Design sync_fifo_param_flat, sky130hd; sources not shown.
Figure 1. Sequential cells grouped by signal name.
Other sequential cells in the stronger grey, the rest of the logic in the fainter grey.
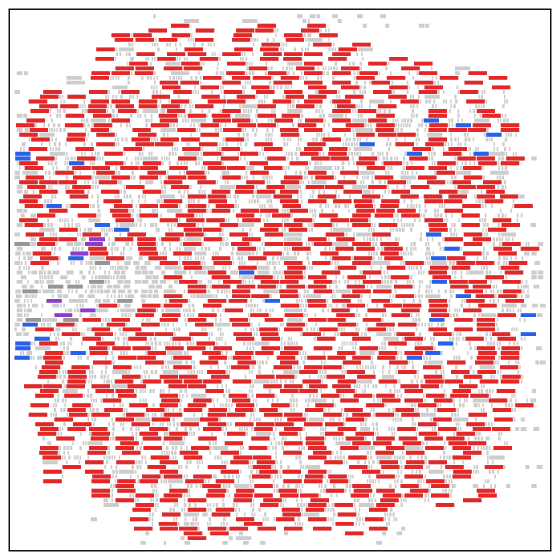
colour	netlist name	placed flops
red	u_core.mem	1024
blue	u_core.bus.dout	32
purple	u_core.rd_ptr	6
register area: 31940 sq um
fraction of standard cell area that is sequential: 0.6299
final core utilization: 0.5458

Figure 2. Routing congestion map.
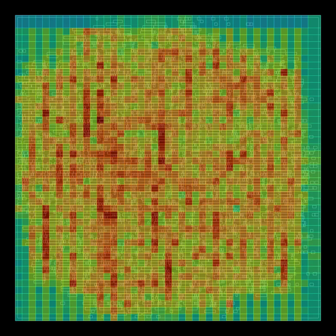
met1 Usage GRT: 0.3856
wire length per cell: 21.63 microns
met3 usage: 0.03661
busiest layer in global routing: met2

==> notes.md <==
flow finished, numbers: Flop pwr share 0.373, detailed placer's ending HPWL 62780 microns, DR vias 29650, most used logic cell in the final layout nand2_1, metal1 wirelength 53970 microns, crit end category output port, PostCTS Resize Cnt 0, post-placement cell count 5357, Slew Limit Fails 0, synth cell count leaders 1443 x nand2_1, 1024 x edfxtp_1, 615 x nand3_1, Sinks on Clock Net 1071, FF-to-FF setup slack 4.00 ns, final clock skew 0.03427 ns, Int Pwr 10.09 mW, outcome finished clean, Non-clk bufs 166, Design Area, Final 50710 sq um, WHS 0.4802 ns, Clock Power 4.46 mW, top cells, area edfxtp_1 69%, nand2_1 12%, nand3_1 6.9%, Cell Pwr Density 326.3 nW/um^2, clk_lat worst skew 0.68 ns, mux share 0, crit path DAT 4.10 ns, AND-OR/OR-AND share of the synthesized area 0.01192, Clock power frac 0.270, Ports 82, unrepaired setup endpoints after global routing false, slowest stage delay, CP 0.81 ns, met2 GRT Util 0.3861, core area 92910 sq um, Max Cap Viol 0, switching power 6.461 mW, Syn Nets 4205, yosys xor share 0.002541, clkbuf count 139, WP buf/inv 4, Stages on worst setup path 10, drt first pass iters 6, dpl cell area 47250 sq um, cell count in the Yosys report 4157, Netlist Area Pre-Place 44810 sq um, initial core utilization 0.4823, pre-CTS setup slack 4.077 ns, final cell count without fillers 5555, count of different cell masters after synthesis 24, Min-Delay Path Class flop to flop, crit path DRT 7.53 ns, Area leader share 0.6862, asr flop ratio synth 0.04388, antenna violations before repair 0, Hold Path Depth 2, Leak 20.07 nW, met2 routed WL 53760 microns, count leader, synth nand2_1, highest routed layer met4, Yosys warning count 0, Comb area 10410 sq um, # DRC 0, Adder-Cell Fraction of Synth Area 0.003239, TNS Setup 0 ns, layout cells sized above 1 0.06464, Worst path slowest cell clkdlybuf4s50_1, inverters 444, Post-Route WL 120200 microns, Slew Limit Headroom 0.2162, FILL cells 7831, CTS Buf Count 108
No activity file was given, so power comes from the tool's default toggle rates.
